==> src/rtl/fifo_sync_param.sv <==
// ---------------------------------------------------------------------------
// fifo_sync_param
//   Parametrised single-clock FIFO that buffers WIDTH-bit words between the
//   host-side producer and consumer of the UART/command path.
//
//   All DEPTH entries are usable. Occupancy is held in an explicit count
//   register, and every status flag is decoded from that count. There are
//   sticky overflow and underflow error flags and a synchronous flush.
//
//   Optional build macro: FIFO_FWFT_EN
//     defined   : first-word-fall-through. read_data shows the head entry
//                 combinationally while the FIFO is not empty, and is 0 while
//                 it is empty. read pops the head entry.
//     undefined : standard mode (default). read_data is registered and is
//                 updated on the edge that accepts a read.
//
// Parameters
//   DEPTH      number of entries (>= 2, need not be a power of two)
//   WIDTH      data word width
//   AFULL_TH   almost_full  when count >= AFULL_TH
//   AEMPTY_TH  almost_empty when count <= AEMPTY_TH
//
// Ports
//   clk           in   rising-edge clock
//   reset         in   asynchronous active-high reset
//   clear         in   synchronous flush (has priority over read/write)
//   write         in   push request
//   write_data    in   word to push
//   read          in   pop request
//   read_data     out  popped word (head word in FWFT mode)
//   full, empty, almost_full, almost_empty   out  occupancy flags
//   count         out  occupancy, 0..DEPTH
//   overflow      out  sticky: a write was refused because the FIFO was full
//   underflow     out  sticky: a read was refused because the FIFO was empty
// ---------------------------------------------------------------------------
module fifo_sync_param #(
   parameter int DEPTH     = 8,
   parameter int WIDTH     = 8,
   parameter int AFULL_TH  = DEPTH - 2,
   parameter int AEMPTY_TH = 2
) (
   input  logic                       clk,
   input  logic                       reset,
   input  logic                       clear,
   input  logic                       write,
   input  logic [WIDTH-1:0]           write_data,
   input  logic                       read,
   output logic [WIDTH-1:0]           read_data,
   output logic                       full,
   output logic                       empty,
   output logic                       almost_full,
   output logic                       almost_empty,
   output logic [$clog2(DEPTH+1)-1:0] count,
   output logic                       overflow,
   output logic                       underflow
);

   localparam int PTR_W = $clog2(DEPTH);
   localparam int CNT_W = $clog2(DEPTH + 1);

   logic [WIDTH-1:0] mem [DEPTH];
   logic [PTR_W-1:0] wr_ptr;
   logic [PTR_W-1:0] rd_ptr;
   logic             wr_acc;
   logic             rd_acc;

   // The pointers wrap explicitly, so DEPTH does not have to be a power of two.
   function automatic logic [PTR_W-1:0] next_ptr(input logic [PTR_W-1:0] p);
      return (p == PTR_W'(DEPTH - 1)) ? '0 : p + PTR_W'(1);
   endfunction

   assign full         = (count == CNT_W'(DEPTH));
   assign empty        = (count == '0);
   assign almost_full  = (count >= CNT_W'(AFULL_TH));
   assign almost_empty = (count <= CNT_W'(AEMPTY_TH));

   // A full FIFO still takes a write when a pop frees a slot on the same
   // edge. An empty FIFO never takes a read, even when a write arrives on the
   // same edge.
   assign rd_acc = read & ~empty;
   assign wr_acc = write & (~full | rd_acc);

   always_ff @(posedge clk or posedge reset) begin
      if (reset) begin
         wr_ptr    <= '0;
         rd_ptr    <= '0;
         count     <= '0;
         overflow  <= 1'b0;
         underflow <= 1'b0;
      end else if (clear) begin
         wr_ptr    <= '0;
         rd_ptr    <= '0;
         count     <= '0;
         overflow  <= 1'b0;
         underflow <= 1'b0;
      end else begin
         if (wr_acc) wr_ptr <= next_ptr(wr_ptr);
         if (rd_acc) rd_ptr <= next_ptr(rd_ptr);
         case ({wr_acc, rd_acc})
            2'b10:   count <= count + CNT_W'(1);
            2'b01:   count <= count - CNT_W'(1);
            default: count <= count;
         endcase
         if (write & ~wr_acc) overflow  <= 1'b1;
         if (read & ~rd_acc)  underflow <= 1'b1;
      end
   end

   // The storage array has no reset.
   always_ff @(posedge clk) begin
      if (wr_acc && !clear && !reset) mem[wr_ptr] <= write_data;
   end

`ifdef FIFO_FWFT_EN
   assign read_data = empty ? '0 : mem[rd_ptr];
`else
   // read_data keeps its last value when no read is accepted and across clear.
   always_ff @(posedge clk or posedge reset) begin
      if (reset)                 read_data <= '0;
      else if (!clear && rd_acc) read_data <= mem[rd_ptr];
   end
`endif

endmodule

==> config.mk <==
export PLATFORM = sky130hd
export DESIGN_NAME = fifo_sync_param
export DESIGN_NICKNAME = d
export VERILOG_FILES = /design/src/rtl/fifo_sync_param.sv
export SDC_FILE = /design/constraint.sdc
export NUM_CORES = 1
export LEC_CHECK = 0
export CORE_ASPECT_RATIO = 1.1
export CORE_MARGIN = 2
export CORE_UTILIZATION = 30
export CTS_CLUSTER_SIZE = 16
export DETAILED_ROUTE_END_ITERATION = 10
export DONT_BUFFER_PORTS = 1
export MAX_ROUTING_LAYER = met4
export PLACE_DENSITY_LB_ADDON = 0.3
export SYNTH_ARGS = -nofsm -noshare
export SYNTH_HDL_FRONTEND = slang
export SYNTH_SLANG_ARGS = --single-unit
==> constraint.sdc <==
create_clock -name clk -period 4.8 [get_ports clk]
set_clock_uncertainty 0.2 [all_clocks]
set_input_delay 0.48 -clock clk [delete_from_list [all_inputs] [get_ports clk]]
set_output_delay 0.48 -clock clk [all_outputs]
set_load 0.005 [all_outputs]
==> impl_results.html, run 1 <==
<h2>Implementation results</h2>
<table>
<tr><th>Metric</th><th>Value</th></tr>
<tr><th colspan="2">Routing</th></tr>
<tr><td>Iteration count of the initial detailed-routing pass</td><td>4</td></tr>
<tr><td>Final wirelength</td><td>between 6000 and 7000 um</td></tr>
<tr><td>Number of design-rule violations left by the first detailed-router iteration</td><td>about 95</td></tr>
<tr><td>Detailed-route wire length per cell</td><td>roughly 18 um</td></tr>
<tr><td>ANT nets after route</td><td>0</td></tr>
<tr><td>Detailed-route DRC error count</td><td>0</td></tr>
<tr><td>Routed via count</td><td>1785</td></tr>
<tr><td>Via density per instance</td><td>between 4 and 5</td></tr>
<tr><th colspan="2">Power</th></tr>
<tr><td>Clk pwr share</td><td>32.6%</td></tr>
<tr><td>Cell area power density</td><td>slightly below 500 nW/um2</td></tr>
<tr><td>Peak supply drop</td><td>about 0.00022 V</td></tr>
<tr><td>Sequential power share</td><td>between 40 and 50%</td></tr>
<tr><td>Reported clock group power</td><td>~630 uW</td></tr>
<tr><td>Switching Fraction</td><td>approximately 29%</td></tr>
<tr><td>Combinational power</td><td>366 uW</td></tr>
<tr><td>LEAKAGE</td><td>around 1.4 nW</td></tr>
<tr><td>Total Power</td><td>1.94 mW</td></tr>
<tr><td>Power dissipated by switching net loads</td><td>555 uW</td></tr>
<tr><td>Relative contribution of combinational cells to total power</td><td>a little under a fifth</td></tr>
<tr><td>Sequential Power</td><td>roughly 940 uW</td></tr>
<tr><td>Internal power summed over all cells</td><td>~1.4 mW</td></tr>
<tr><td>Heaviest power group</td><td>registers</td></tr>
<tr><th colspan="2">STA</th></tr>
<tr><td>Fin worst setup slack</td><td>1.79 ns</td></tr>
<tr><td>Transition at the pin with the smallest max-transition slack</td><td>1.03 ns</td></tr>
<tr><td>Final Hold Violating Endpoints</td><td>0</td></tr>
<tr><td>Max frequency</td><td>between 0.3 and 0.4 GHz</td></tr>
<tr><td>Headroom to the max-slew limit</td><td>between 30% and 40%</td></tr>
<tr><td>Final worst path period need</td><td>3.01 ns</td></tr>
<tr><td>Final count of negative-setup-slack endpoints</td><td>0</td></tr>
<tr><td>Post-layout period usage of the worst path</td><td>around 63%</td></tr>
<tr><td>Post-route worst hold slack</td><td>~0.0084 ns</td></tr>
<tr><td>TNS Setup</td><td>0 ns</td></tr>
<tr><td>RSZ-0062 raised after global routing</td><td>false</td></tr>
<tr><td>Slew Limit Fails</td><td>0</td></tr>
<tr><th colspan="2">Synth</th></tr>
<tr><td>Largest area contributor in the netlist</td><td>edfxtp_1</td></tr>
<tr><td>Top-count cell post-synth</td><td>edfxtp_1</td></tr>
<tr><td>Primary flip-flop cell chosen by synthesis mapping</td><td>edfxtp_1</td></tr>
<tr><td>Cells after synthesis</td><td>207</td></tr>
<tr><td>Sequential-to-total area share from yosys stat</td><td>about 70%</td></tr>
<tr><td>Biggest area contributors in the synthesized netlist</td><td>edfxtp_1 (54%), dfrtp_1 (14%), mux4_2 (10%), mux2i_1 (3.7%), nor2_1 (2.3%)</td></tr>
<tr><td>Share of the synthesized area in the top cell type</td><td>54.3%</td></tr>
<tr><td>Yosys cell count</td><td>207</td></tr>
<tr><td>Syn Std Cell Area</td><td>3540 um2</td></tr>
<tr><td>Number of unique standard cell types used by synthesis</td><td>38</td></tr>
<tr><td>Number of nets at floorplan</td><td>227</td></tr>
<tr><td>Flops &amp; latches, synth</td><td>84</td></tr>
<tr><td>Chip area from the yosys synthesis statistics</td><td>around 3500 um2</td></tr>
<tr><td>Proportion of register bits with asynchronous set or reset after synthesis</td><td>23.8%</td></tr>
<tr><td>Number of warnings reported in the yosys synthesis log</td><td>0</td></tr>
<tr><td>Number of enable-type register cells in the synthesized netlist</td><td>around 64</td></tr>
<tr><td>Mean Syn Cell Area</td><td>around 17 um2</td></tr>
<tr><td>Top cell types by occurrence after synthesis</td><td>edfxtp_1 (64), nor2_1 (22), dfrtp_1 (20), mux4_2 (16)</td></tr>
<tr><th colspan="2">Critical path</th></tr>
<tr><td>Kind of start point of the critical path</td><td>flop</td></tr>
<tr><td>Critical path cell sequence</td><td>nor4b_4 &gt; a21o_1 &gt; or3b_4 &gt; nor4b_2</td></tr>
<tr><td>Peak per-stage delay on the critical path</td><td>roughly 0.85 ns</td></tr>
<tr><td>CP Data Required Time</td><td>4.54 ns</td></tr>
<tr><td>Critical Path Sink Type</td><td>flop</td></tr>
<tr><td>Critical path buffer and inverter count</td><td>0</td></tr>
<tr><td>Critical Path Stages</td><td>4</td></tr>
<tr><td>Crit path from</td><td>count[1]</td></tr>
<tr><td>Cell family contributing the most delay on the critical path</td><td>simple AND/OR/NAND/NOR gates</td></tr>
<tr><td>Critical R2R Launch</td><td>count[1]</td></tr>
<tr><td>Highest net fanout along the worst path</td><td>10</td></tr>
<tr><td>Register-to-Register Setup Slack</td><td>1.79 ns</td></tr>
<tr><td>Crit path DAT</td><td>between 2 and 3 ns</td></tr>
<tr><td>Critical path capture point</td><td>mem[3][7]</td></tr>
<tr><td>Type of the worst setup path</td><td>reg2reg</td></tr>
<tr><td>Slowest stage cell, crit path</td><td>nor4b_2</td></tr>
<tr><td>Depth of the worst register-to-register path</td><td>4</td></tr>
<tr><td>End of the worst register-to-register path</td><td>mem[3][7]</td></tr>
<tr><th colspan="2">Final layout</th></tr>
<tr><td>Post-synthesis to final-layout area growth</td><td>13.1%</td></tr>
<tr><td>Fraction of final layout cells sized beyond drive strength 1</td><td>a little over a fifth</td></tr>
<tr><td>Highest-count cells in the layout ignoring fill and taps</td><td>edfxtp_1 (64), nor2_1 (22), dfrtp_1 (20)</td></tr>
<tr><td>Most instantiated logic cell after routing</td><td>edfxtp_1</td></tr>
<tr><td>Antenna cell count</td><td>0</td></tr>
<tr><td>Non-Filler Instances</td><td>roughly 370</td></tr>
<tr><td>Filler cell count</td><td>around 1100</td></tr>
<tr><td>Multi-input logic area</td><td>roughly 1100 um2</td></tr>
<tr><td>Area taken by flip-flops and latches</td><td>between 2000 and 2500 um2</td></tr>
<tr><td>Final instance area</td><td>between 4000 and 5000 um2</td></tr>
<tr><td>Final layout net count</td><td>roughly 230</td></tr>
<tr><th colspan="2">GRT</th></tr>
<tr><td>Total global routing track utilization</td><td>11.5%</td></tr>
<tr><td>Residual overflow from global routing</td><td>0</td></tr>
<tr><td>Met2 usage in global routing</td><td>17.5%</td></tr>
<tr><td>Global-route wire length before repair</td><td>10500 um</td></tr>
<tr><td>Vias in the first global route</td><td>around 1900</td></tr>
<tr><td>Grt met1 use</td><td>approximately 15%</td></tr>
<tr><td>Most heavily used metal layer in global routing</td><td>met2</td></tr>
<tr><td>Number of antenna violations at the first check in global routing</td><td>0</td></tr>
<tr><td>Largest net degree at the start of global routing</td><td>22</td></tr>
<tr><td>Global Route met3 Usage</td><td>a little under 3%</td></tr>
<tr><th colspan="2">Die</th></tr>
<tr><td>Effective utilization at floorplan</td><td>between 30 and 40%</td></tr>
<tr><td>Die ar.</td><td>between 10000 and 15000 um2</td></tr>
<tr><td>Std-Cell Core Area</td><td>11500 um2</td></tr>
<tr><td>Die height</td><td>about 120 um</td></tr>
<tr><td>Number of placement rows</td><td>a little over 40</td></tr>
<tr><td>Die extent in x</td><td>about 110 um</td></tr>
<tr><td>I/O pin total</td><td>31</td></tr>
<tr><th colspan="2">Clocking</th></tr>
<tr><td>Clk root buf</td><td>clkbuf_16</td></tr>
<tr><td>Post-CTS Repair Setup Buffers</td><td>0</td></tr>
<tr><td>Quantity of hold-fixing buffers added after cts</td><td>1</td></tr>
<tr><td>Clock input transition at the sequential cells of the worst setup and hold paths</td><td>about 0.070 ns</td></tr>
<tr><td>Clock tree from TritonCTS</td><td>built</td></tr>
<tr><td>Number of gates resized after cts</td><td>0</td></tr>
<tr><td>Total number of clock tree sinks</td><td>approximately 84</td></tr>
<tr><td>Number of buffers created by CTS</td><td>9</td></tr>
<tr><td>H-tree depth reported by CTS</td><td>3</td></tr>
<tr><td>Maximum count of clock buffers along a single path</td><td>2</td></tr>
<tr><td>Worst skew pair latency</td><td>approximately 0.33 ns</td></tr>
<tr><th colspan="2">Flow run</th></tr>
<tr><td>Number of warning messages in the logs</td><td>26</td></tr>
<tr><td>Reported max-cap violation count</td><td>0</td></tr>
<tr><th colspan="2">Placed design</th></tr>
<tr><td>Post-DP HPWL</td><td>~4200 um</td></tr>
<tr><td>Total instance count after detailed placement</td><td>348</td></tr>
<tr><td>Worst setup timing slack at the placement stage</td><td>around 1.8 ns</td></tr>
<tr><td>Tally of buffers added on design ports</td><td>0</td></tr>
<tr><td>Area after detailed placement</td><td>~3700 um2</td></tr>
<tr><td>GP Congestion</td><td>0.679</td></tr>
<tr><th colspan="2">Hold path</th></tr>
<tr><td>Endpoint, Worst Hold</td><td>count[1]</td></tr>
<tr><td>Launch instance of the worst min-delay path</td><td>clear</td></tr>
<tr><td>Hold Crit Class</td><td>in2reg</td></tr>
<tr><td>Min-Delay Path Depth</td><td>1</td></tr>
<tr><th colspan="2">Status</th></tr>
<tr><td>Status</td><td>finished clean</td></tr>
</table>
==> run 1: cell families after synthesis <==
logic type	Yosys count	share of synthesized area, %
adders and majority gates	7	2.69
DFF	84	68.4
muxes	29	13.9
AOI/OAI and AO/OA	22	4.42
buffers and inverters	16	2.33
xor gates and xnor gates	2	0.495
and+or+nand+nor	47	7.81
==> run 1: cell type report <==
class,instances,area share [%]
sequential,84,60.5
multi-input combinational,107,26.5
clock buffer,9,5.62
tap,150,4.68
clock inverter,7,1.31
timing repair buffer,5,1.06
inverter,4,0.375
==> run 1: metal layers <==
layer,vias up,wire (um)
met1,913,3010
li1,816,-
met4,0,85
met2,51,3100
met5,-,0
met3,5,374
==> run 1: flip-flops by register name, summed over array words and instances, names as in the netlist <==
name and flops:
count 4, overflow 1, wr_ptr 3, underflow 1
mem 64, rd_ptr 3, read_data 8
Fig. 1: run 1, routed metal per tile
The bar under the picture is 20 um long. 22 x 24 tiles, from black (low) to pale yellow (high), scaled to the fullest tile. Values are wire area over tile area, all layers added.
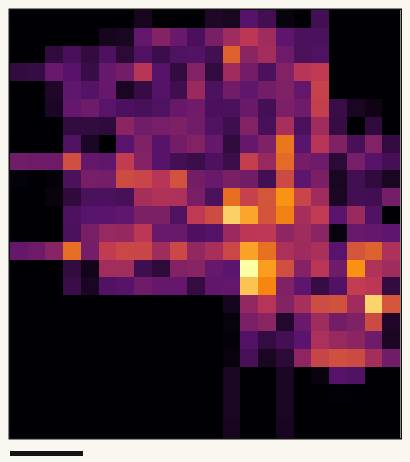
- nearly empty tiles: 37%
- fullest tile: 0.41
- densest ninth of the die: middle
- mean over tiles: 0.081
- tiles over half the peak: 9.5%

Fig. 2: run 1, placed standard cells
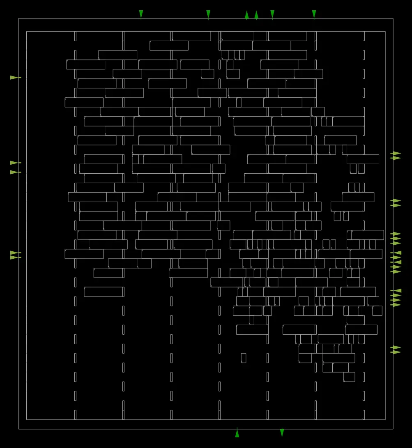
final cell utilization of the core: 34.9%
flop count: 84
number of well taps: 150
register fraction of the total cell area: 60.5%

Fig. 3: run 1, layout detail
The bar under the picture is 20 um long. Window x 2 to 52, y 4 to 54 um. Cells in grey, sequential cells in the stronger grey; small squares are vias.
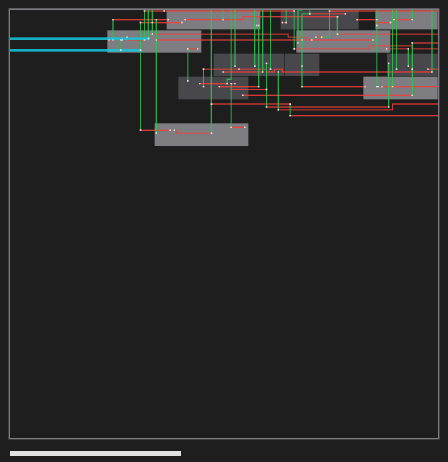
- green: met2
- cyan: met3
- red: met1
- cells with their middle in the window: 11
- sequential cells in the window: 6
- most frequent: edfxtp_1 (6), mux4_2 (3)
- netlist names of flops here include: mem (6)

Fig. 4: run 1, cell classes on the final placement
Fill, decap, tap and diode cells in grey.
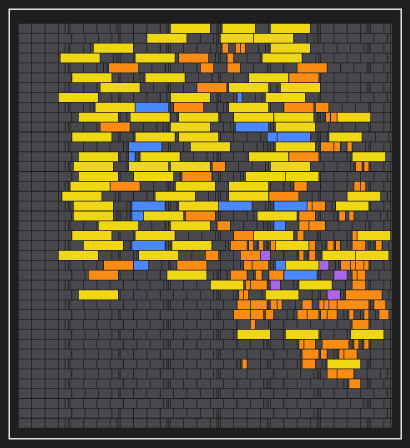

## Run 2: what changed since run 1
clock period = 2.7 ns   (was 4.8 ns; I/O delays follow)
Fig. 5: run 2, cell classes on the final placement
Fill, decap, tap and diode cells in grey.
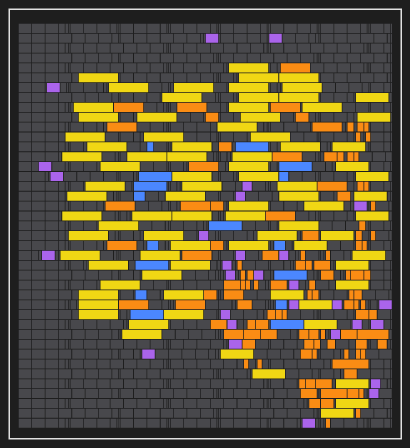
- orange: all other logic (cells 111; share of their area 27%)
- yellow: flip-flops (cells 84; share of their area 60%)
- purple: other buffers and delay cells (cells 29; share of their area 6.2%)
- blue: clock drivers and dummy loads (cells 16; share of their area 7.0%)

Fig. 6: run 2, placed standard cells
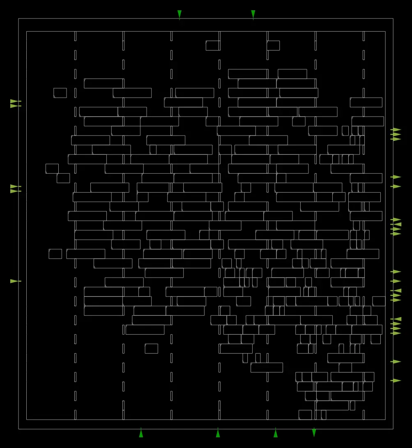
Std-Cell Core Area: 11500 um2
Non-Filler Instances: 390
register fraction of the total cell area: 57.5%

Fig. 7: run 2, register map, names as in the netlist
Other sequential cells in the stronger grey, the rest of the logic in the fainter grey.
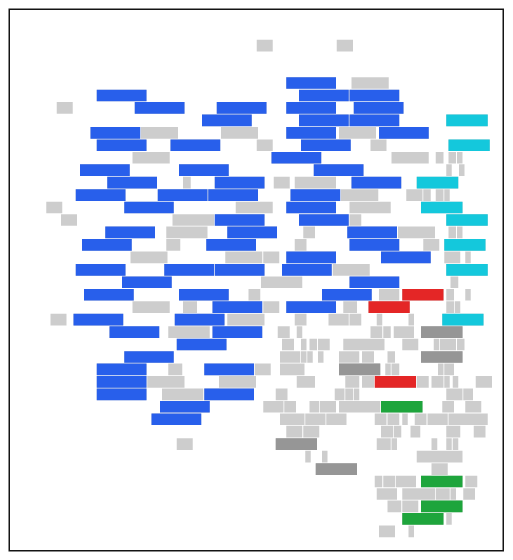
- blue: mem (placed flops 64)
- red: rd_ptr (placed flops 3)
- cyan: read_data (placed flops 8)
- green: count (placed flops 4; where bottom right)
- not coloured: 5

==> impl_results.html, run 2 <==
<h2>Implementation results</h2>
<table>
<tr><th>Metric</th><th>Value</th></tr>
<tr><th colspan="2">Status</th></tr>
<tr><td>Status</td><td>finished clean</td></tr>
<tr><th colspan="2">STA</th></tr>
<tr><td>Final Hold Violating Endpoints</td><td>0</td></tr>
<tr><td>Fin worst setup slack</td><td>0.276 ns</td></tr>
<tr><td>Slew Limit Fails</td><td>0</td></tr>
<tr><td>TNS Setup</td><td>0 ns</td></tr>
<tr><td>Transition at the pin with the smallest max-transition slack</td><td>0.814 ns</td></tr>
<tr><td>Max frequency</td><td>0.413 GHz</td></tr>
<tr><td>Final worst path period need</td><td>2.42 ns</td></tr>
<tr><td>Post-route worst hold slack</td><td>around 0.018 ns</td></tr>
<tr><td>Headroom to the max-slew limit</td><td>a little under half</td></tr>
<tr><td>Post-layout period usage of the worst path</td><td>about nine tenths</td></tr>
<tr><td>Final count of negative-setup-slack endpoints</td><td>0</td></tr>
<tr><td>RSZ-0062 raised after global routing</td><td>false</td></tr>
<tr><th colspan="2">GRT</th></tr>
<tr><td>Total global routing track utilization</td><td>between 10% and 20%</td></tr>
<tr><td>Met2 usage in global routing</td><td>between 10% and 20%</td></tr>
<tr><td>Vias in the first global route</td><td>between 1500 and 2000</td></tr>
<tr><td>Residual overflow from global routing</td><td>0</td></tr>
<tr><td>Most heavily used metal layer in global routing</td><td>met2</td></tr>
<tr><td>Number of antenna violations at the first check in global routing</td><td>0</td></tr>
<tr><td>Global Route met3 Usage</td><td>2.93%</td></tr>
<tr><td>Grt met1 use</td><td>~15%</td></tr>
<tr><td>Global-route wire length before repair</td><td>~11000 um</td></tr>
<tr><td>Largest net degree at the start of global routing</td><td>21</td></tr>
<tr><th colspan="2">Clocking</th></tr>
<tr><td>Maximum count of clock buffers along a single path</td><td>2</td></tr>
<tr><td>Clock tree from TritonCTS</td><td>built</td></tr>
<tr><td>Worst skew pair latency</td><td>~0.33 ns</td></tr>
<tr><td>H-tree depth reported by CTS</td><td>3</td></tr>
<tr><td>Clk root buf</td><td>clkbuf_16</td></tr>
<tr><td>Clock input transition at the sequential cells of the worst setup and hold paths</td><td>0.06 ns</td></tr>
<tr><td>Number of gates resized after cts</td><td>0</td></tr>
<tr><td>Total number of clock tree sinks</td><td>84</td></tr>
<tr><td>Number of buffers created by CTS</td><td>9</td></tr>
<tr><th colspan="2">Power</th></tr>
<tr><td>Heaviest power group</td><td>registers</td></tr>
<tr><td>Combinational power</td><td>754 uW</td></tr>
<tr><td>Sequential Power</td><td>between 1.5 and 2 mW</td></tr>
<tr><td>Switching Fraction</td><td>about 29%</td></tr>
<tr><td>Clk pwr share</td><td>32.2%</td></tr>
<tr><td>Sequential power share</td><td>46.5%</td></tr>
<tr><td>Power dissipated by switching net loads</td><td>a little over 1 mW</td></tr>
<tr><td>LEAKAGE</td><td>1.48 nW</td></tr>
<tr><td>Cell area power density</td><td>between 800 and 900 nW/um2</td></tr>
<tr><td>Total Power</td><td>~3.5 mW</td></tr>
<tr><td>Internal power summed over all cells</td><td>approximately 2.5 mW</td></tr>
<tr><td>Relative contribution of combinational cells to total power</td><td>21.3%</td></tr>
<tr><td>Reported clock group power</td><td>around 1.1 mW</td></tr>
<tr><td>Peak supply drop</td><td>~0.00040 V</td></tr>
<tr><th colspan="2">Hold path</th></tr>
<tr><td>Launch instance of the worst min-delay path</td><td>clear</td></tr>
<tr><td>Min-Delay Path Depth</td><td>2</td></tr>
<tr><td>Hold Crit Class</td><td>in2reg</td></tr>
<tr><td>Endpoint, Worst Hold</td><td>read_data[5]</td></tr>
<tr><th colspan="2">Synth</th></tr>
<tr><td>Share of the synthesized area in the top cell type</td><td>a little over half</td></tr>
<tr><td>Largest combinational cell category by area</td><td>multiplexers</td></tr>
<tr><td>Number of unique standard cell types used by synthesis</td><td>38</td></tr>
<tr><td>Flops &amp; latches, synth</td><td>between 80 and 90</td></tr>
<tr><td>Largest area contributor in the netlist</td><td>edfxtp_1</td></tr>
<tr><td>Number of nets at floorplan</td><td>~230</td></tr>
<tr><td>Area fraction in mux cells</td><td>approximately 14%</td></tr>
<tr><td>Biggest area contributors in the synthesized netlist</td><td>edfxtp_1 (54%), dfrtp_1 (14%), mux4_2 (10%), mux2i_1 (3.7%), nor2_1 (2.3%)</td></tr>
<tr><td>Primary flip-flop cell chosen by synthesis mapping</td><td>edfxtp_1</td></tr>
<tr><td>Chip area from the yosys synthesis statistics</td><td>between 3000 and 4000 um2</td></tr>
<tr><td>Syn Std Cell Area</td><td>3540 um2</td></tr>
<tr><td>Adder Area Share</td><td>between 2 and 3%</td></tr>
<tr><td>Sequential-to-total area share from yosys stat</td><td>about two thirds</td></tr>
<tr><td>Number of enable-type register cells in the synthesized netlist</td><td>approximately 64</td></tr>
<tr><td>Cells after synthesis</td><td>roughly 210</td></tr>
<tr><td>Proportion of register bits with asynchronous set or reset after synthesis</td><td>23.8%</td></tr>
<tr><td>Yosys cell count</td><td>roughly 210</td></tr>
<tr><td>Mean Syn Cell Area</td><td>approximately 17 um2</td></tr>
<tr><td>Synthesized-area fraction occupied by xor and xnor cells</td><td>less than 1%</td></tr>
<tr><td>Top cell types by occurrence after synthesis</td><td>edfxtp_1 (64), nor2_1 (22), dfrtp_1 (20), mux4_2 (16)</td></tr>
<tr><td>Top-count cell post-synth</td><td>edfxtp_1</td></tr>
<tr><td>Area fraction in compound gates after synthesis</td><td>4.42%</td></tr>
<tr><td>Fraction of the mapped netlist area in simple logic gates</td><td>a little under 8%</td></tr>
<tr><td>Number of warnings reported in the yosys synthesis log</td><td>0</td></tr>
<tr><th colspan="2">Final layout</th></tr>
<tr><td>Antenna cell count</td><td>0</td></tr>
<tr><td>Max FFs per register</td><td>between 60 and 70</td></tr>
<tr><td>Final cell utilization of the core</td><td>between 30% and 40%</td></tr>
<tr><td>Final instance area</td><td>between 4000 and 5000 um2</td></tr>
<tr><td>Final layout net count</td><td>around 260</td></tr>
<tr><td>Leading registers by flop count</td><td>mem: 64 flops, read_data: 8 flops, count: 4 flops</td></tr>
<tr><td>Top reg by flops</td><td>mem</td></tr>
<tr><td>Fraction of final layout cells sized beyond drive strength 1</td><td>25.4%</td></tr>
<tr><td>Highest-count cells in the layout ignoring fill and taps</td><td>edfxtp_1 (64), nor2_1 (22), dfrtp_1 (20)</td></tr>
<tr><td>Filler cell count</td><td>~1100</td></tr>
<tr><td>Post-synthesis to final-layout area growth</td><td>19.0%</td></tr>
<tr><td>Most instantiated logic cell after routing</td><td>edfxtp_1</td></tr>
<tr><th colspan="2">Critical path</th></tr>
<tr><td>Crit path from</td><td>count[2]</td></tr>
<tr><td>CP Data Required Time</td><td>between 2 and 3 ns</td></tr>
<tr><td>Peak per-stage delay on the critical path</td><td>between 0.6 and 0.7 ns</td></tr>
<tr><td>Critical Path Sink Type</td><td>flop</td></tr>
<tr><td>Slowest stage cell, crit path</td><td>dfrtp_1</td></tr>
<tr><td>Register-to-Register Setup Slack</td><td>between 0.2 and 0.3 ns</td></tr>
<tr><td>Type of the worst setup path</td><td>reg2reg</td></tr>
<tr><td>Critical R2R Launch</td><td>count[2]</td></tr>
<tr><td>Kind of start point of the critical path</td><td>flop</td></tr>
<tr><td>Critical path capture point</td><td>mem[3][2]</td></tr>
<tr><td>End of the worst register-to-register path</td><td>mem[3][2]</td></tr>
<tr><td>Depth of the worst register-to-register path</td><td>5</td></tr>
<tr><td>Highest net fanout along the worst path</td><td>9</td></tr>
<tr><td>Critical path cell sequence</td><td>nor4b_4 &gt; a21o_1 &gt; or3b_4 &gt; nor4b_2 &gt; buf_4</td></tr>
<tr><td>Crit path DAT</td><td>~2.3 ns</td></tr>
<tr><th colspan="2">Routing</th></tr>
<tr><td>Routed length on met1</td><td>around 3100 um</td></tr>
<tr><td>Met3 WL post-DR</td><td>around 220 um</td></tr>
<tr><td>Final wirelength</td><td>about 6500 um</td></tr>
<tr><td>Detailed-route DRC error count</td><td>0</td></tr>
<tr><td>Number of design-rule violations left by the first detailed-router iteration</td><td>about 140</td></tr>
<tr><td>Via density per instance</td><td>between 4 and 5</td></tr>
<tr><td>ANT nets after route</td><td>0</td></tr>
<tr><td>Met2 wire length</td><td>approximately 3200 um</td></tr>
<tr><td>Routed via count</td><td>1809</td></tr>
<tr><td>Detailed-route wire length per cell</td><td>16.7 um</td></tr>
<tr><td>Max Used Layer</td><td>met4</td></tr>
<tr><td>Iteration count of the initial detailed-routing pass</td><td>4</td></tr>
<tr><th colspan="2">Placed design</th></tr>
<tr><td>Tally of buffers added on design ports</td><td>0</td></tr>
<tr><td>Worst setup timing slack at the placement stage</td><td>~0.29 ns</td></tr>
<tr><td>GP Congestion</td><td>between 0.7 and 0.8</td></tr>
<tr><td>Post-DP HPWL</td><td>between 4000 and 5000 um</td></tr>
<tr><td>Area after detailed placement</td><td>3810 um2</td></tr>
<tr><td>Total instance count after detailed placement</td><td>362</td></tr>
<tr><th colspan="2">Flow run</th></tr>
<tr><td>Number of warning messages in the logs</td><td>26</td></tr>
<tr><td>Reported max-cap violation count</td><td>0</td></tr>
<tr><th colspan="2">Die</th></tr>
<tr><td>Die ar.</td><td>between 10000 and 15000 um2</td></tr>
<tr><td>I/O pin total</td><td>31</td></tr>
<tr><td>Effective utilization at floorplan</td><td>30.8%</td></tr>
<tr><td>Number of placement rows</td><td>about 41</td></tr>
<tr><td>Die height</td><td>118 um</td></tr>
<tr><td>Die extent in x</td><td>108 um</td></tr>
</table>
run 2: cell counts after synthesis:
Identical to the previous run, type by type.
run 2: cell type report:
cell class | instances | area [um2] | area share [%]
clock buffers | 9 | 225 | 5.34
clock inverters | 7 | 56.3 | 1.34
inverters | 4 | 15.0 | 0.356
multi-input cells | 107 | 1060 | 25.2
flip-flops and latches | 84 | 2420 | 57.5
well taps | 150 | 188 | 4.45
repair buffers | 29 | 248 | 5.88
run 2: timing repair:
action,in CTS,in global routing
buffers inserted,0,0
hold buffers,12,0
hold endpoints to repair,96,0
run 2: critical path, delay by kind of cell (launching register included):
family	cells	cell delay, ns
DFF	1	0.61
and+or+nand+nor	3	0.80
buffers and inverters	1	0.23
AOI/OAI and AO/OA	1	0.29
Fig. 8: run 2, routed metal per tile
The bar under the picture is 20 um long. 22 x 24 tiles, from black (low) to pale yellow (high), scaled to the fullest tile. Values are wire area over tile area, all layers added.
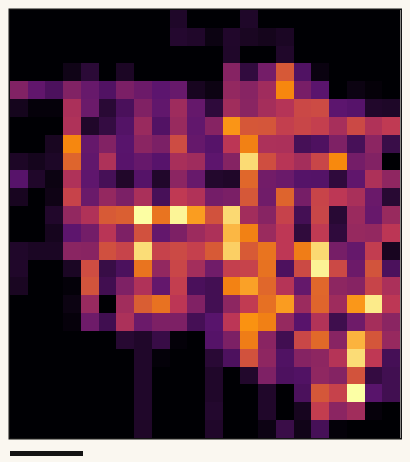

## Run 3: what changed since run 2
--- a/config.mk
+++ b/config.mk
@@ -14,4 +14,5 @@
 export MAX_ROUTING_LAYER = met4
 export PLACE_DENSITY_LB_ADDON = 0.3
+export SKIP_CTS_REPAIR_TIMING = 1
 export SYNTH_ARGS = -nofsm -noshare
 export SYNTH_HDL_FRONTEND = slang
==> constraint.sdc (replaced) <==
create_clock -name clk -period 2.7 [get_ports clk]
set_clock_uncertainty 0.2 [all_clocks]
set_input_delay 0.27 -clock clk [delete_from_list [all_inputs] [get_ports clk]]
set_output_delay 0.27 -clock clk [all_outputs]
set_load 0.01 [all_outputs]
Fig. 9: run 3, routed metal per tile
The bar under the picture is 20 um long. 22 x 24 tiles, from black (low) to pale yellow (high), scaled to the fullest tile. Values are wire area over tile area, all layers added.
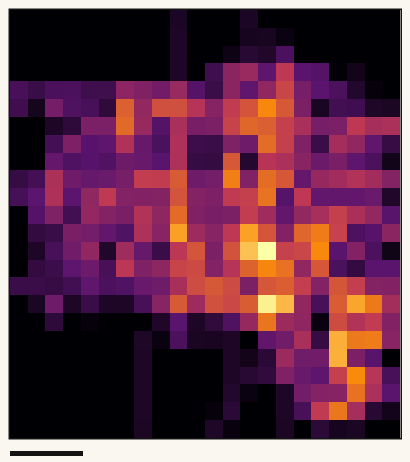
- mean over tiles: 0.084
- emptiest ninth of the die: bottom left
- nearly empty tiles: 30%
- tiles over half the peak: 15%
- densest ninth of the die: middle
- fullest tile: 0.36

Fig. 10: run 3, placed standard cells
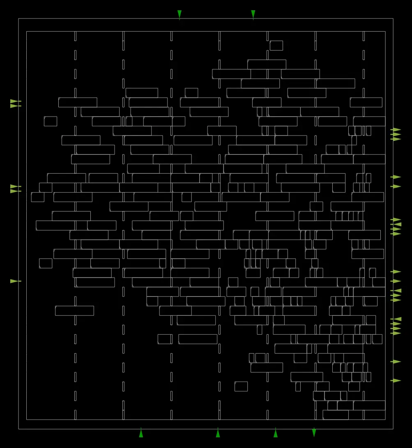
filler cell count: 1098
Non-Filler Instances: 391
number of placement rows: 41
final cell utilization of the core: 36.6%

==> impl_results.html, run 3 <==
<h2>Implementation results</h2>
<table>
<tr><th>Metric</th><th>Value</th></tr>
<tr><th colspan="2">Status</th></tr>
<tr><td>Status</td><td>finished with violations</td></tr>
<tr><td>Failing checks</td><td>negative hold slack</td></tr>
<tr><th colspan="2">Routing</th></tr>
<tr><td>Detailed-route wire length per cell</td><td>~17 um</td></tr>
<tr><td>Number of design-rule violations left by the first detailed-router iteration</td><td>around 100</td></tr>
<tr><td>Met2 wire length</td><td>approximately 3200 um</td></tr>
<tr><td>Detailed-route DRC error count</td><td>0</td></tr>
<tr><td>Met3 WL post-DR</td><td>between 200 and 300 um</td></tr>
<tr><td>Final wirelength</td><td>6820 um</td></tr>
<tr><th colspan="2">Power</th></tr>
<tr><td>Sequential power share</td><td>approximately 47%</td></tr>
<tr><td>Combinational power</td><td>793 uW</td></tr>
<tr><td>Clk pwr share</td><td>a little under a third</td></tr>
<tr><td>Heaviest power group</td><td>registers</td></tr>
<tr><td>Switching Fraction</td><td>29.4%</td></tr>
<tr><td>Sequential Power</td><td>1.67 mW</td></tr>
<tr><td>Relative contribution of combinational cells to total power</td><td>~22%</td></tr>
<tr><td>Internal power summed over all cells</td><td>around 2.5 mW</td></tr>
<tr><th colspan="2">Synth</th></tr>
<tr><td>Yosys cell count</td><td>207</td></tr>
<tr><td>Chip area from the yosys synthesis statistics</td><td>about 3500 um2</td></tr>
<tr><td>Primary flip-flop cell chosen by synthesis mapping</td><td>edfxtp_1</td></tr>
<tr><td>Top cell types by occurrence after synthesis</td><td>edfxtp_1 (64), nor2_1 (22), dfrtp_1 (20), mux4_2 (16)</td></tr>
<tr><td>Sequential-to-total area share from yosys stat</td><td>around 68%</td></tr>
<tr><td>Biggest area contributors in the synthesized netlist</td><td>edfxtp_1 (54%), dfrtp_1 (14%), mux4_2 (10%), mux2i_1 (3.7%), nor2_1 (2.3%)</td></tr>
<tr><td>Number of warnings reported in the yosys synthesis log</td><td>0</td></tr>
<tr><td>Number of enable-type register cells in the synthesized netlist</td><td>64</td></tr>
<tr><td>Flops &amp; latches, synth</td><td>approximately 84</td></tr>
<tr><td>Cells after synthesis</td><td>slightly above 200</td></tr>
<tr><th colspan="2">Final layout</th></tr>
<tr><td>Flop count</td><td>between 80 and 90</td></tr>
<tr><td>Highest-count cells in the layout ignoring fill and taps</td><td>edfxtp_1 (64), nor2_1 (22), dfrtp_1 (20)</td></tr>
<tr><td>Multi-input logic area</td><td>roughly 1100 um2</td></tr>
<tr><td>Post-synthesis to final-layout area growth</td><td>18.9%</td></tr>
<tr><td>Number of non-clock buffers in the layout</td><td>30</td></tr>
<tr><td>Logic Gate Count</td><td>between 100 and 150</td></tr>
<tr><td>Register fraction of the total cell area</td><td>57.6%</td></tr>
<tr><td>Fraction of standard cell area in multi-input logic</td><td>roughly a quarter</td></tr>
<tr><td>Final instance area</td><td>~4200 um2</td></tr>
<tr><td>Final layout net count</td><td>approximately 260</td></tr>
<tr><td>Most instantiated logic cell after routing</td><td>edfxtp_1</td></tr>
<tr><td>Buffer share of cell area</td><td>6.06%</td></tr>
<tr><td>Area taken by flip-flops and latches</td><td>2420 um2</td></tr>
<tr><td>Clock buf/inv share</td><td>~6.4%</td></tr>
<tr><td>Max FFs per register</td><td>64</td></tr>
<tr><td>Antenna cell count</td><td>0</td></tr>
<tr><th colspan="2">Placed design</th></tr>
<tr><td>Post-DP HPWL</td><td>between 4000 and 5000 um</td></tr>
<tr><td>Total instance count after detailed placement</td><td>approximately 360</td></tr>
<tr><td>Worst setup timing slack at the placement stage</td><td>between 0.2 and 0.3 ns</td></tr>
<tr><th colspan="2">Die</th></tr>
<tr><td>Number of well taps</td><td>~150</td></tr>
<tr><td>I/O pin total</td><td>31</td></tr>
<tr><td>Effective utilization at floorplan</td><td>a little under a third</td></tr>
<tr><td>Die height</td><td>118 um</td></tr>
<tr><td>Die extent in x</td><td>108 um</td></tr>
<tr><th colspan="2">Clocking</th></tr>
<tr><td>Maximum count of clock buffers along a single path</td><td>2</td></tr>
<tr><td>Clock input transition at the sequential cells of the worst setup and hold paths</td><td>0.06 ns</td></tr>
<tr><td>Total number of clock tree sinks</td><td>roughly 84</td></tr>
<tr><td>Clock tree from TritonCTS</td><td>built</td></tr>
<tr><td>Clk root buf</td><td>clkbuf_16</td></tr>
<tr><td>Number of buffers created by CTS</td><td>9</td></tr>
<tr><th colspan="2">Critical path</th></tr>
<tr><td>Critical R2R Launch</td><td>count[3]</td></tr>
<tr><td>Cell family contributing the most delay on the critical path</td><td>AND-OR/OR-AND gates</td></tr>
<tr><td>Critical path cell sequence</td><td>o41ai_4 &gt; nor2_2 &gt; ha_1 &gt; a21o_1 &gt; a21oi_1 &gt; or4_1 &gt; o211ai_1</td></tr>
<tr><td>Critical Path Sink Type</td><td>flop</td></tr>
<tr><td>Kind of start point of the critical path</td><td>flop</td></tr>
<tr><td>Peak per-stage delay on the critical path</td><td>0.50 ns</td></tr>
<tr><td>Crit path from</td><td>count[3]</td></tr>
<tr><td>Slowest stage cell, crit path</td><td>dfrtp_1</td></tr>
<tr><td>Type of the worst setup path</td><td>reg2reg</td></tr>
<tr><td>CP Data Required Time</td><td>roughly 2.8 ns</td></tr>
<tr><th colspan="2">GRT</th></tr>
<tr><td>Vias in the first global route</td><td>around 1900</td></tr>
<tr><td>Residual overflow from global routing</td><td>0</td></tr>
<tr><td>Global Route met3 Usage</td><td>3.99%</td></tr>
<tr><td>Grt met1 use</td><td>about 15%</td></tr>
<tr><td>Number of antenna violations at the first check in global routing</td><td>0</td></tr>
<tr><td>Met2 usage in global routing</td><td>between 10% and 20%</td></tr>
<tr><th colspan="2">STA</th></tr>
<tr><td>Headroom to the max-slew limit</td><td>43.5%</td></tr>
<tr><td>Final Hold Violating Endpoints</td><td>1</td></tr>
<tr><td>Final count of negative-setup-slack endpoints</td><td>0</td></tr>
<tr><td>Transition at the pin with the smallest max-transition slack</td><td>about 0.85 ns</td></tr>
<tr><td>RSZ-0062 raised after global routing</td><td>false</td></tr>
<tr><td>Post-route worst hold slack</td><td>-0.00549 ns</td></tr>
<tr><td>Fin worst setup slack</td><td>0.308 ns</td></tr>
<tr><th colspan="2">Hold path</th></tr>
<tr><td>Hold Crit Class</td><td>in2reg</td></tr>
<tr><td>Launch instance of the worst min-delay path</td><td>write</td></tr>
</table>
Fig. 11: run 3, layout detail
The bar under the picture is 20 um long. Window x 2 to 52, y 4 to 54 um. Cells in grey, sequential cells in the stronger grey; small squares are vias.
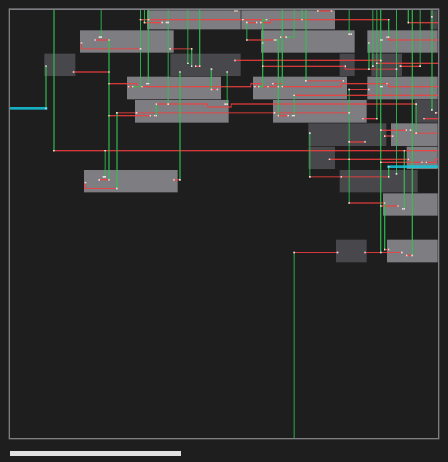

-- run 3: path summary, 6_finish.rpt --
path,end,slack [ns],cells after the start
worst max-delay path,count[3],0.31,7
worst min-delay path,count[3],-0.005,3
worst max register to register,count[3],0.31,7
worst min register to register,underflow,0.36,2
max in group asynchronous,read_data[1],1.87,3
min in group asynchronous,wr_ptr[2],0.21,3
-- run 3: kinds of logic (layout without fill, tap and decap cells) --
family,Yosys count,count (layout),share of synthesized area [%]
and+or+nand+nor,47,47,7.81
DFF,84,84,68.4
xor gates and xnor gates,2,2,0.495
AOI/OAI and AO/OA,22,22,4.42
buffers and inverters,16,50,2.33
muxes,29,29,13.9
adders and majority gates,7,7,2.69
Power figures rest on the tool's default switching activity, not on a simulated workload.
